<file path="config.mk">
export PLATFORM = sky130hd
export DESIGN_NAME = interconnect_link_arbiter
export DESIGN_NICKNAME = d
export VERILOG_FILES = /design/src/rtl/interconnect_link_arbiter.sv
export SDC_FILE = /design/constraint.sdc
export NUM_CORES = 1
export LEC_CHECK = 0
export CAP_MARGIN = 40
export CORE_AREA = 2 2 144 146
export DETAILED_ROUTE_END_ITERATION = 12
export DIE_AREA = 0 0 146 148
export GPL_TIMING_DRIVEN = 1
export SYNTH_ARGS = -nofsm -noshare
export SYNTH_HDL_FRONTEND = slang
export SYNTH_SLANG_ARGS = --single-unit
</file>
<file path="constraint.sdc">
create_clock -name clock -period 5.2 [get_ports clock]
set_input_delay 0.52 -clock clock [delete_from_list [all_inputs] [get_ports clock]]
set_output_delay 0.52 -clock clock [all_outputs]
set_load 0.02 [all_outputs]
</file>
<file path="src/rtl/interconnect_link_arbiter.sv">
// interconnect_link_arbiter: per-plane round-robin arbiter with burst locking and a one-deep output register
module interconnect_link_arbiter #(
  parameter int NUM_REQUESTERS = 4,
  parameter int NUM_PLANES     = 2,
  parameter int TAG_WIDTH      = 3,
  parameter int DATA_WIDTH     = 32,
  parameter int BURST_LIMIT    = 1
) (
  input  logic                                           clock,
  input  logic                                           reset,
  input  logic [NUM_REQUESTERS*NUM_PLANES-1:0]            in_reqs,
  input  logic [NUM_REQUESTERS*NUM_PLANES*TAG_WIDTH-1:0]  in_tags,
  input  logic [NUM_REQUESTERS*NUM_PLANES*DATA_WIDTH-1:0] in_data,
  output logic [NUM_REQUESTERS*NUM_PLANES-1:0]            in_acks,
  output logic [NUM_PLANES-1:0]                           link_reqs,
  output logic [NUM_PLANES*TAG_WIDTH-1:0]                 link_tags,
  output logic [NUM_PLANES*DATA_WIDTH-1:0]                link_data,
  input  logic [NUM_PLANES-1:0]                           link_acks
);
  localparam int N  = NUM_REQUESTERS;
  localparam int NP = NUM_PLANES;
  localparam int TW = TAG_WIDTH;
  localparam int DW = DATA_WIDTH;
  localparam int PW = $clog2(N);
  localparam int CW = $clog2(BURST_LIMIT + 1);

  function automatic logic [PW-1:0] inc(input logic [PW-1:0] x);
    return (x == PW'(N - 1)) ? '0 : x + 1'b1;
  endfunction

  for (genvar p = 0; p < NP; p++) begin : g_plane
    logic [N-1:0]  req;
    logic [PW-1:0] ptr_q, ptr_d, own_q, own_d, start, gnt;
    logic [CW-1:0] cnt_q, cnt_d, cnt_n;
    logic          lock_q, lock_d, val_q, val_d, found, accept, xfer;
    logic [TW-1:0] tag_q, tag_d;
    logic [DW-1:0] dat_q, dat_d;
    for (genvar r = 0; r < N; r++) begin : g_req
      assign req[r] = in_reqs[r*NP+p];
      assign in_acks[r*NP+p] = xfer && (gnt == PW'(r));
    end
    assign accept = ~val_q | link_acks[p];
    assign xfer   = accept & found & ~reset;
    // A locked owner that dropped its request hands the scan to the next index
    assign start  = lock_q ? inc(own_q) : ptr_q;
    assign cnt_n  = (lock_q && gnt == own_q) ? cnt_q + 1'b1 : CW'(1);
    // Descending scan so the requester closest to start wins
    always_comb begin
      found = 1'b0;
      gnt   = '0;
      for (int i = N - 1; i >= 0; i--) begin
        if (req[(int'(start) + i) % N]) begin
          found = 1'b1;
          gnt   = PW'((int'(start) + i) % N);
        end
      end
      if (lock_q && req[own_q]) gnt = own_q;
    end
    always_comb begin
      val_d  = val_q & ~link_acks[p];
      ptr_d  = ptr_q;
      own_d  = own_q;
      cnt_d  = cnt_q;
      lock_d = lock_q;
      tag_d  = tag_q;
      dat_d  = dat_q;
      if (lock_q && accept && !req[own_q]) begin
        lock_d = 1'b0;
        ptr_d  = inc(own_q);
      end
      if (xfer) begin
        val_d  = 1'b1;
        tag_d  = in_tags[(int'(gnt)*NP+p)*TW +: TW];
        dat_d  = in_data[(int'(gnt)*NP+p)*DW +: DW];
        own_d  = gnt;
        cnt_d  = cnt_n;
        lock_d = cnt_n != CW'(BURST_LIMIT);
        if (cnt_n == CW'(BURST_LIMIT)) ptr_d = inc(gnt);
      end
    end
    always_ff @(posedge clock) begin
      if (reset) begin
        val_q  <= 1'b0;
        ptr_q  <= '0;
        own_q  <= '0;
        cnt_q  <= '0;
        lock_q <= 1'b0;
        tag_q  <= '0;
        dat_q  <= '0;
      end else begin
        val_q  <= val_d;
        ptr_q  <= ptr_d;
        own_q  <= own_d;
        cnt_q  <= cnt_d;
        lock_q <= lock_d;
        tag_q  <= tag_d;
        dat_q  <= dat_d;
      end
    end
    assign link_reqs[p]             = val_q;
    assign link_tags[p*TW +: TW]    = tag_q;
    assign link_data[p*DW +: DW]    = dat_q;
  end
endmodule

</file>
floorplan.png
Pins as bars on the die edge.
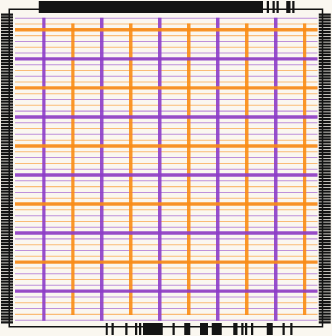
Key: VDD = orange; VSS = purple
10 straps on met5. 10 straps on met4. 372 signal pins sit on the boundary.

class_map.png
Bar = 50 microns.
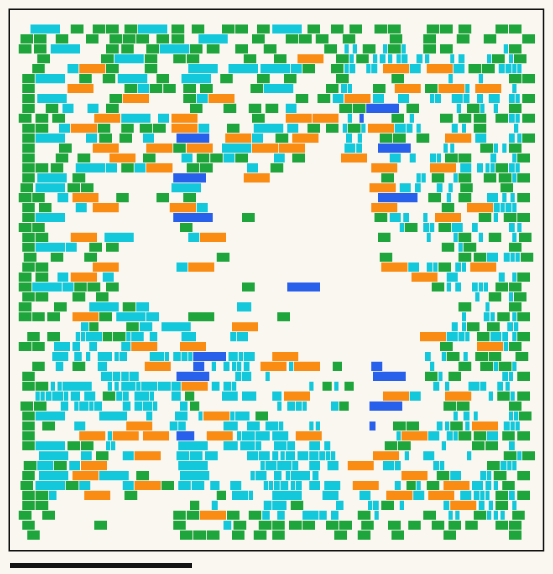
Key: remaining buffers and delay cells = green [cells 383, share of their area 41%]; remaining logic cells = cyan [cells 471, share of their area 38%]; registers = orange [cells 84, share of their area 18%]; clock drivers and dummy loads = blue [cells 16, share of their area 3.5%]

==> deck_impl_summary.md <==
Run Summary

Run status
  • Run status: finished clean

Logic synthesis
  • Yosys cell types: about 55
  • EDFF count, synth: 0
  • Yosys xor share: less than 1%
  • Yosys simple share: roughly 16%
  • Compound Share, Synth: 22.57%

Final layout
  • Finished Core Util: between 40% and 50%
  • Logic area: ~3500 sq um
  • Sequential Area: 1682 sq um
  • Area growth from synthesis to layout: 79.60%
  • Clk tree area frac: 3.364%
  • Total Nets Final: between 1000 and 1500
  • Top reg by flops: g_plane.dat_q
  • Logic share of the area: a little over a third
  • Inverters: 14
  • Clock Buffer Count: 11
  • Most common logic cells in the final layout: 371 x clkdlybuf4s50_1, 147 x nand2_1, 84 x dfxtp_1, 71 x a21oi_1, 41 x mux4_2
  • Antenna cells: 0

Timing
  • Hold Slack: ~0.46 ns
  • RSZ-0062 raised after global routing: false
  • Clock skew: slightly above 0.008 ns
  • Hold Violations, Final: 0
  • Cycle use final: 82.17%
  • Worst setup margin: just over 0.9 ns
  • Slew Limit Fails: 0

Route
  • Vias post-DR: around 5900
  • Routed len/inst: about 18 microns
  • WL met1: about 9300 microns
  • Initial DRC count: 248

Pwr
  • Pwr Density: between 300 and 400 nW/um^2
  • Sw Share: a little over a third
  • P_int: around 2.1 mW

Clock tree
  • H-tree Lvls: 3
  • CTS buffer count: 9
  • Post_cts resized: 0
  • Root Buffer Master: clkbuf_16
  • Clock buffer depth: 2

Floorplanning
  • DIE HEIGHT: approximately 150 microns
  • Standard-cell rows: between 50 and 60
  • Chip width: 146 microns
  • Tapcells: between 200 and 300
  • # IOs: ~370

Job
  • MaxCap Viol Count: 0

GRT
  • Global route total overflow: 0
  • Initial antenna violation count: 0
  • Met3 Use GR: roughly 6.3%
  • GRT met2 Usage: roughly 34%

Critical path
  • Critical path's top delay family: buffers and inverters
  • Req. time, crit path: 4.68 ns
  • Setup CP Type: reg -> out
  • Max incr delay on CP: 0.59 ns
  • CP startpoint kind: flop
  • Crit-path cells: ha_1 -> mux2_2 -> or2_2 -> o2111ai_2 -> o21a_2 -> buf_4 -> ha_1 -> and2_1 -> clkdlybuf4s50_1
  • Reg2reg end: g_plane[1].tag_q[2]

Place
  • Hpwl dp: approximately 18000 microns
  • Post-place setup slack: about 1.2 ns

Min path
  • Hold path startpoint: g_plane[0].cnt_q
clock_wires.png
Bar = 50 microns.
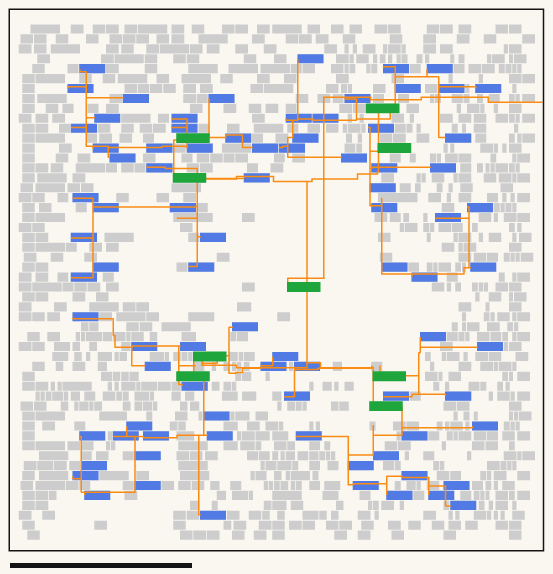
Key: flip-flops = blue [count 84]; clock wires = orange [length 1300 microns]; clock-net drivers = green [count 9]
Position of the flops: widely spread. There are 10 routed clock nets.

power groups by stage:
stage	Sequential, mW	Clock, mW	Combinational (mW)
floorplan	1.08	0	0.814
global placement	0.923	0	1.71
detailed placement	0.922	0	1.72
CTS	0.913	0.733	1.72
global route	0.932	0.757	1.83
finish	0.912	0.707	1.70
synthesized netlist by cell type, drive strengths merged, types with 3 or more instances:
master / n
mux2: 12
inv: 13
nand2b: 5
o211ai: 3
clkbuf: 25
buf: 21
ha: 11
or3: 3
o21a: 3
nand3: 3
nor2b: 3
mux4: 41
and2: 12
nor2: 19
nor3b: 3
nor3: 4
dfxtp: 84
o21ai: 6
mux2i: 12
nand2: 147
a21oi: 71
a211o: 33
a221oi: 4
a22o: 35
Power figures rest on the tool's default switching activity, not on a simulated workload.
